[src/rtl/prefix_adder_pipe.sv]
// ---------------------------------------------------------------------------
// prefix_adder_pipe
//
// Fully pipelined Kogge-Stone adder/subtractor with a valid/ready handshake
// on both sides and a sideband tag that travels with every operation.
//
// Pipeline:
//   S0            : per-bit generate/propagate of a and b' (b' = ~b for
//                   subtraction), with the effective carry-in folded into
//                   the bit-0 generate.
//   S1..S(LEVELS) : one Kogge-Stone prefix level each, span 2^(k-1).
//   OUT           : sum / cout / ovf / out_tag output register.
// Latency is LEVELS+1 edges from acceptance to out_valid (6 at WIDTH=32).
// All stages advance together when adv = !out_valid | out_ready, so a
// stalled consumer freezes the whole pipe and in_ready simply mirrors adv.
//
// Optional feature (build macro PREFIX_ADDER_SAT_EN):
//   defined   : on signed overflow sum saturates to 0x7F..F / 0x80..0
//   undefined : sum wraps modulo 2^WIDTH
//   ovf, cout and latency are identical in both builds.
//
// Parameters:
//   WIDTH  operand width, power of two, 4..64
//   TAG_W  sideband tag width
//
// Ports:
//   clk        rising-edge clock
//   rst        asynchronous active-high reset
//   flush      synchronous clear of all in-flight operations (beats accept)
//   in_valid   operand presented          in_ready   operand accepted
//   a, b       operands                   cin        carry-in (add only)
//   sub        0: a+b+cin, 1: a-b         in_tag     tag returned unchanged
//   out_valid  result present             out_ready  consumer takes result
//   sum        result                     cout       carry out of MSB
//   ovf        signed overflow            out_tag    tag of the result
// ---------------------------------------------------------------------------
module prefix_adder_pipe #(
    parameter int WIDTH = 32,
    parameter int TAG_W = 4
) (
    input  logic             clk,
    input  logic             rst,
    input  logic             flush,
    input  logic             in_valid,
    output logic             in_ready,
    input  logic [WIDTH-1:0] a,
    input  logic [WIDTH-1:0] b,
    input  logic             cin,
    input  logic             sub,
    input  logic [TAG_W-1:0] in_tag,
    output logic             out_valid,
    input  logic             out_ready,
    output logic [WIDTH-1:0] sum,
    output logic             cout,
    output logic             ovf,
    output logic [TAG_W-1:0] out_tag
);

    localparam int LEVELS = $clog2(WIDTH);
    localparam int HALF   = WIDTH / 2;

    // ------------------------------------------------------------------
    // Stage registers. Index 0 is S0, index k is prefix level k.
    // g : group generate (with carry-in folded in at bit 0)
    // p : group propagate; the last level needs no propagate output
    // x : per-bit half sum a ^ b', carried unchanged to the output
    // c0: effective carry-in, needed for sum bit 0
    // ------------------------------------------------------------------
    logic [LEVELS:0]                v_q,   v_d;
    logic [LEVELS:0][WIDTH-1:0]     g_q,   g_d;
    logic [LEVELS-1:0][WIDTH-1:0]   p_q,   p_d;
    logic [LEVELS:0][WIDTH-1:0]     x_q,   x_d;
    logic [LEVELS:0]                c0_q,  c0_d;
    logic [LEVELS:0][TAG_W-1:0]     tag_q, tag_d;

    logic             out_valid_q, out_valid_d;
    logic [WIDTH-1:0] sum_q,       sum_d;
    logic             cout_q,      cout_d;
    logic             ovf_q,       ovf_d;
    logic [TAG_W-1:0] out_tag_q,   out_tag_d;

    logic             adv;
    logic [WIDTH-1:0] b_eff;
    logic             c_eff;
    logic [WIDTH:0]   carry;
    logic [WIDTH-1:0] sum_raw;
    int               span;
    int               lo;

    // At the last level the low half of the prefix tree is already
    // resolved, so its group propagate has no consumer; this sink keeps
    // the intent explicit and lets synthesis trim those flops.
    logic p_low_unused;
    assign p_low_unused = ^p_q[LEVELS-1][HALF-1:0];

    // ------------------------------------------------------------------
    // Next-state logic
    // ------------------------------------------------------------------
    always_comb begin
        // NOTE: every variable gets a default first, so no path through
        // this block can leave a value unassigned and infer a latch.
        adv         = !out_valid_q || out_ready;
        b_eff       = sub ? ~b : b;
        c_eff       = sub | cin;
        span        = 0;
        lo          = 0;

        v_d         = v_q;
        g_d         = g_q;
        p_d         = p_q;
        x_d         = x_q;
        c0_d        = c0_q;
        tag_d       = tag_q;
        out_valid_d = out_valid_q;
        sum_d       = sum_q;
        cout_d      = cout_q;
        ovf_d       = ovf_q;
        out_tag_d   = out_tag_q;

        // Carry into bit i is the final group generate of bits i-1..0.
        carry   = {g_q[LEVELS], c0_q[LEVELS]};
        sum_raw = x_q[LEVELS] ^ carry[WIDTH-1:0];

        if (adv) begin
            // S0: generate/propagate, carry-in folded into bit 0.
            v_d[0]    = in_valid;
            g_d[0]    = a & b_eff;
            p_d[0]    = a ^ b_eff;
            x_d[0]    = a ^ b_eff;
            g_d[0][0] = (a[0] & b_eff[0]) | ((a[0] ^ b_eff[0]) & c_eff);
            c0_d[0]   = c_eff;
            tag_d[0]  = in_tag;

            // S1..S(LEVELS): combine each position with the one span below.
            for (int k = 1; k <= LEVELS; k++) begin
                span     = 1 << (k - 1);
                v_d[k]   = v_q[k-1];
                x_d[k]   = x_q[k-1];
                c0_d[k]  = c0_q[k-1];
                tag_d[k] = tag_q[k-1];
                for (int i = 0; i < WIDTH; i++) begin
                    lo = (i >= span) ? i - span : 0;
                    if (i >= span) begin
                        g_d[k][i] = g_q[k-1][i] | (p_q[k-1][i] & g_q[k-1][lo]);
                    end else begin
                        g_d[k][i] = g_q[k-1][i];
                    end
                end
            end

            for (int k = 1; k < LEVELS; k++) begin
                span = 1 << (k - 1);
                for (int i = 0; i < WIDTH; i++) begin
                    lo = (i >= span) ? i - span : 0;
                    if (i >= span) begin
                        p_d[k][i] = p_q[k-1][i] & p_q[k-1][lo];
                    end else begin
                        p_d[k][i] = p_q[k-1][i];
                    end
                end
            end

            // Output register.
            out_valid_d = v_q[LEVELS];
            out_tag_d   = tag_q[LEVELS];
            cout_d      = carry[WIDTH];
            ovf_d       = carry[WIDTH-1] ^ carry[WIDTH];
`ifdef PREFIX_ADDER_SAT_EN
            // On overflow the wrapped sign is the opposite of the true sign:
            // a wrapped negative means positive overflow.
            if (ovf_d) begin
                sum_d = sum_raw[WIDTH-1] ? {1'b0, {(WIDTH-1){1'b1}}}
                                         : {1'b1, {(WIDTH-1){1'b0}}};
            end else begin
                sum_d = sum_raw;
            end
`else
            sum_d = sum_raw;
`endif
        end

        // Flush wins over everything, including a stalled output and an
        // operand being accepted on the same edge.
        if (flush) begin
            v_d         = '0;
            out_valid_d = 1'b0;
        end
    end

    assign in_ready = adv;

    // ------------------------------------------------------------------
    // Control and output registers: asynchronously reset.
    // ------------------------------------------------------------------
    // NOTE: sequential state uses non-blocking assignments so every flop
    // samples the pre-edge value of its neighbours regardless of order.
    always_ff @(posedge clk or posedge rst) begin
        if (rst) begin
            v_q         <= '0;
            out_valid_q <= 1'b0;
            sum_q       <= '0;
            cout_q      <= 1'b0;
            ovf_q       <= 1'b0;
            out_tag_q   <= '0;
        end else begin
            v_q         <= v_d;
            out_valid_q <= out_valid_d;
            sum_q       <= sum_d;
            cout_q      <= cout_d;
            ovf_q       <= ovf_d;
            out_tag_q   <= out_tag_d;
        end
    end

    // ------------------------------------------------------------------
    // Stage datapath registers.
    // ------------------------------------------------------------------
    // NOTE: these carry no reset; their contents only matter while the
    // matching valid bit is set, and leaving reset off keeps the wide
    // datapath free of reset fan-out.
    always_ff @(posedge clk) begin
        g_q   <= g_d;
        p_q   <= p_d;
        x_q   <= x_d;
        c0_q  <= c0_d;
        tag_q <= tag_d;
    end

    assign out_valid = out_valid_q;
    assign sum       = sum_q;
    assign cout      = cout_q;
    assign ovf       = ovf_q;
    assign out_tag   = out_tag_q;

endmodule

[config.mk]
export PLATFORM = sky130hd
export DESIGN_NAME = prefix_adder_pipe
export DESIGN_NICKNAME = d
export VERILOG_FILES = /design/src/rtl/prefix_adder_pipe.sv
export SDC_FILE = /design/constraint.sdc
export NUM_CORES = 1
export LEC_CHECK = 0
export ABC_AREA = 1
export CORE_AREA = 2 2 196 198
export CTS_BUF_LIST = sky130_fd_sc_hd__clkbuf_4 sky130_fd_sc_hd__clkbuf_8
export CTS_CLUSTER_DIAMETER = 100
export DETAILED_ROUTE_END_ITERATION = 12
export DIE_AREA = 0 0 198 200
export HOLD_SLACK_MARGIN = 0.12
export MAX_ROUTING_LAYER = met4
export PLACE_DENSITY = 0.73
export SYNTH_ARGS = -nofsm -noshare
export SYNTH_HDL_FRONTEND = slang
export SYNTH_SLANG_ARGS = --single-unit
[constraint.sdc]
create_clock -name clk -period 8 [get_ports clk]
set_input_delay 1.6 -clock clk [delete_from_list [all_inputs] [get_ports clk]]
set_output_delay 1.6 -clock clk [all_outputs]
set_load 0.01 [all_outputs]
Fig. 1: run 1, wiring heat map
The die is cut into 40 by 40 equal tiles; black is low, pale yellow is high, scaled to the fullest tile. Values are wire area over tile area, all layers added.
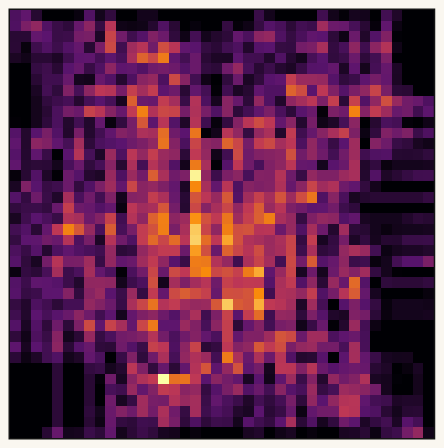
nearly empty tiles: 11%
tiles over half the peak: 11%
densest ninth of the die: center
mean over tiles: 0.12
fullest tile: 0.50

Fig. 2: run 1, cell outlines without signal wires
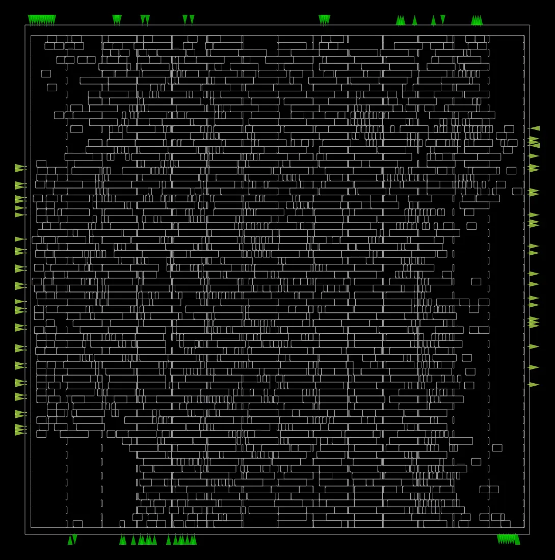
Non-Filler Instances: 2178
sequential portion of the cell area: 69.0%
flop count: 557

==> Changelog: implementation, run 1 <==
## Flow update

* Status: finished clean
* Synth Area per Inst at ~15 sq um
* Met3 Use GR at 3.71%
* Worst EP arrival at 3500 ps
* RSZ-0062 raised after global routing: no
* Root buffer cell: clkbuf_8
* TritonRoute pass-1 iters at 5
* Dpl ws at 2920 ps
* Placed cell count at 2023
* Flop+latch power at approximately 3900 uW
* Top area contributor share at approximately 75%
* Residual DRC count at 0
* Clk sink count at roughly 560
* Vias in the first global route at 9849
* Tcrit/Tclk final at 63.7%
* Via density at 4.56
* Multiplexer share of the synthesized area at 0%
* Final GP Congestion at approximately 0.83
* Count of library flops with an enable pin at 512
* FMAX at 196 MHz
* Deepest clock path buffer count at 3
* Filler cells at approximately 2700
* CP Depth at 4
* Ant diodes at 0
* Basic Gates by Area at 8.86%
* Yosys cell types at 16
* Critical path startpoint category: primary input
* Clk. pwr at 2370 uW
* Worst-path clk slew at 60 ps
* GRT Total Usage at 16.8%
* HP Class: reg -> reg
* Final net count at 1707
* Logic area at 2870 sq um
* Most numerous logic cells after layout: edfxtp_1, nand2_1, inv_1
* Top Layer Used: met4
* Top cells by area: edfxtp_1, nand2_1, dfrtp_1, inv_1, ha_1
* Iteration-0 DRC Markers at roughly 660
* Critical path's most frequent cell: clkdlybuf4s50_1
* Count of final setup violators at 0
* Final worst slack at 2900 ps
* Ports at 115
* Post-route setup TNS at 0 ps
* Met2 Use GR at 25.8%
* Via count at 9930
* Worst Skew at about 24 ps
* Final Hold Viols at 0
* WL per Instance at 14.1 um
Fig. 3: run 1, wires at chosen ports, followed through buffers
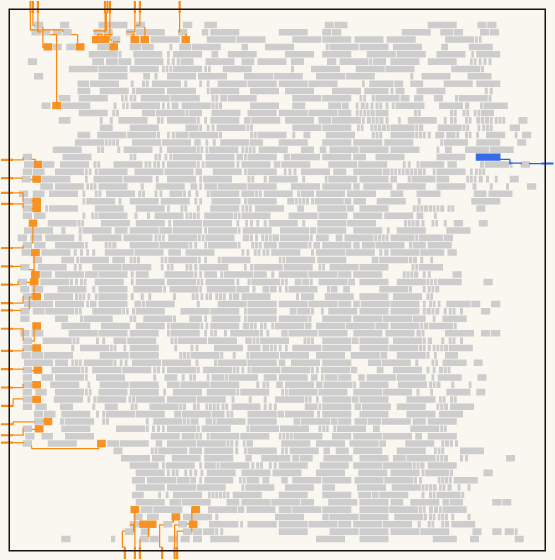
| color | port | direction | end cells | buffers | wire |
|---|---|---|---|---|---|
| orange | b | input | 32 | 32 | 421 um |
| blue | cout | output | 1 | 1 | 15.2 um |

Fig. 4: run 1, metal 3
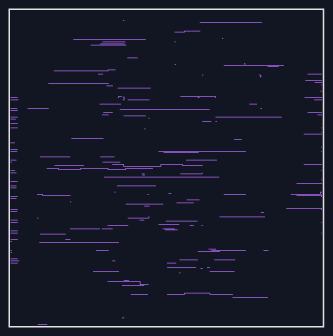

==> run 1 -> run 2 <==
Clock period 8 ns to 5 ns, I/O delays scaled along.
Fig. 5: run 2, metal 3
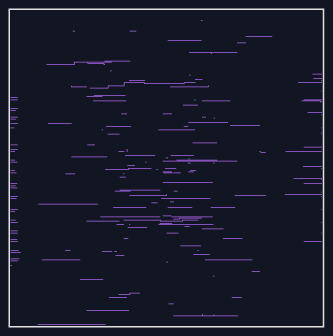
wire length on this layer: 1750 um
share of all routed wire: 5.7%
main direction: horizontal
nets with wire on the layer: 105

==> Changelog: implementation, run 2 <==
## Flow update

* Met3 Use GR at 3.58% (was 3.71%)
* Multiplexer share of the synthesized area at 0% (unchanged)
* Status: finished clean (unchanged)
* Worst EP arrival at 2620 ps (was 3500 ps)
* Ant diodes at 0 (unchanged)
* Top area contributor share at 75.4% (unchanged)
* Clk. pwr at 3380 uW (was 2370 uW)
* Final net count at 1703 (was 1707)
* Most numerous logic cells after layout: edfxtp_1, nand2_1, inv_1 (unchanged)
* Top Layer Used: met4 (unchanged)
* Ports at 115 (unchanged)
* Basic Gates by Area at 8.86% (unchanged)
* Flop+latch power at 6310 uW (was 3940 uW)
* Non-Filler Instances at 2169 (was 2178)
* Iteration-0 DRC Markers at 614 (was 659)
* Placed cell count at 2022 (was 2023)
* Dpl ws at 1380 ps (was 2920 ps)
* Top cells by area: edfxtp_1, nand2_1, dfrtp_1, inv_1, ha_1 (unchanged)
* Synth Area per Inst at 14.5 sq um (unchanged)
* Final GP Congestion at 0.804 (was 0.825)
* Via count at 9969 (was 9930)
* Worst Skew at 11.1 ps (was 23.8 ps)
* Critical path startpoint category: primary input (unchanged)
* Deepest clock path buffer count at 3 (unchanged)
* Sequential portion of the cell area at 69.6% (was 69.0%)
* CP Depth at 4 (unchanged)
* WL per Instance at 14.2 um (was 14.1 um)
* TritonRoute pass-1 iters at 6 (was 5)
* Filler cells at 2682 (was 2660)
* GRT Total Usage at 16.7% (was 16.8%)
* FMAX at around 280 MHz
* Count of final setup violators at 0 (unchanged)
* RSZ-0062 raised after global routing: no (unchanged)
Fig. 6: run 2, wiring heat map
The die is cut into 40 by 40 equal tiles; black is low, pale yellow is high, scaled to the fullest tile. Values are wire area over tile area, all layers added.
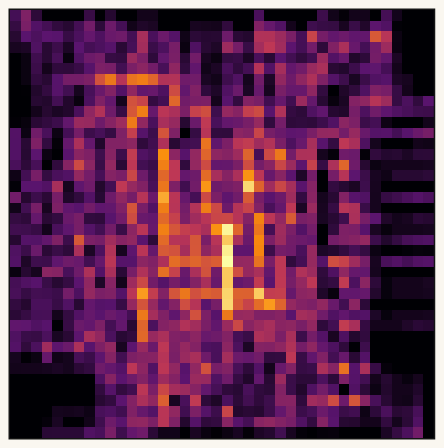
fullest tile: 0.51
emptiest ninth of the die: lower right
tiles over half the peak: 8.6%

Fig. 7: run 2, cell outlines without signal wires
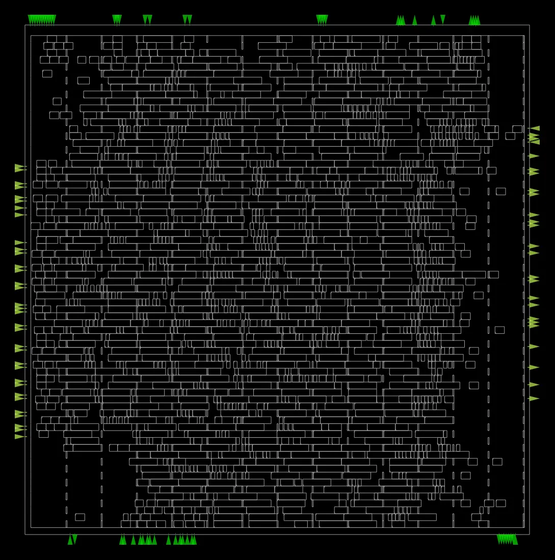

==> run 2 -> run 3 <==
Clock period 5 ns to 3.8 ns, I/O delays scaled along.
Fig. 8: run 3, cell outlines without signal wires
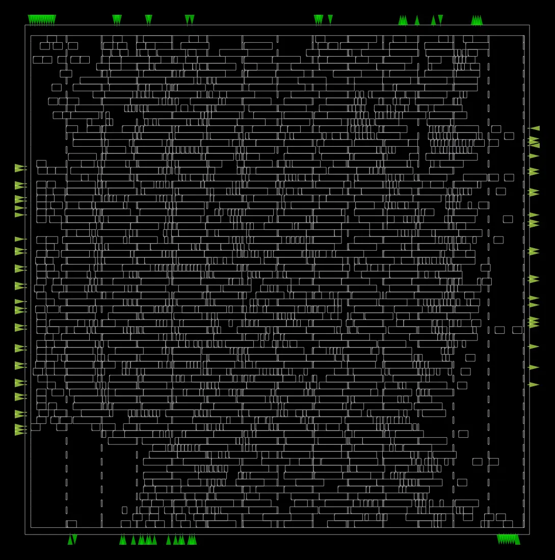
Filler cells: 2701
sequential portion of the cell area: 69.6%
Non-Filler Instances: 2171
Site Rows: 71

==> Changelog: implementation, run 3 <==
## Flow update

* Worst Skew at 24.4 ps (was 11.1 ps)
* Synth Area per Inst at 14.5 sq um (unchanged)
* Tcrit/Tclk final at 78.5%
* FMAX at about 340 MHz
* Ports at 115 (unchanged)
* Residual DRC count at 0 (unchanged)
* Final net count at 1702 (was 1703)
* Status: finished clean (unchanged)
* Flop+latch power at 8290 uW (was 6310 uW)
* WL per Instance at 14.0 um (was 14.2 um)
* Logic area at 2870 sq um (unchanged)
* Via count at 9918 (was 9969)
* Root buffer cell: clkbuf_8 (unchanged)
* Count of final setup violators at 0 (unchanged)
* Worst-path clk slew at 60 ps (about the same)
* Basic Gates by Area at 8.86% (unchanged)
* Flop count at 557 (unchanged)
* Deepest clock path buffer count at 3 (unchanged)
* HP Class: reg -> reg (unchanged)
* Vias in the first global route at 9856 (was 9871)
* Final Hold Viols at 0 (unchanged)
* Met2 Use GR at 25.9% (was 25.5%)
* Critical path startpoint category: primary input (unchanged)
* Dpl ws at 815 ps (was 1380 ps)
* Top Layer Used: met4 (unchanged)
Fig. 9: run 3, wiring heat map
The die is cut into 40 by 40 equal tiles; black is low, pale yellow is high, scaled to the fullest tile. Values are wire area over tile area, all layers added.
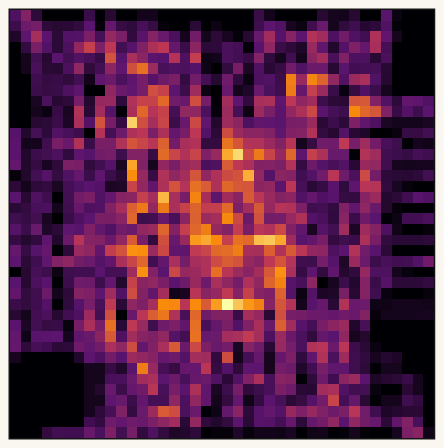
densest ninth of the die: center
nearly empty tiles: 13%
tiles over half the peak: 9.8%
fullest tile: 0.49
mean over tiles: 0.12

Power is estimated from default activity; no workload was simulated.
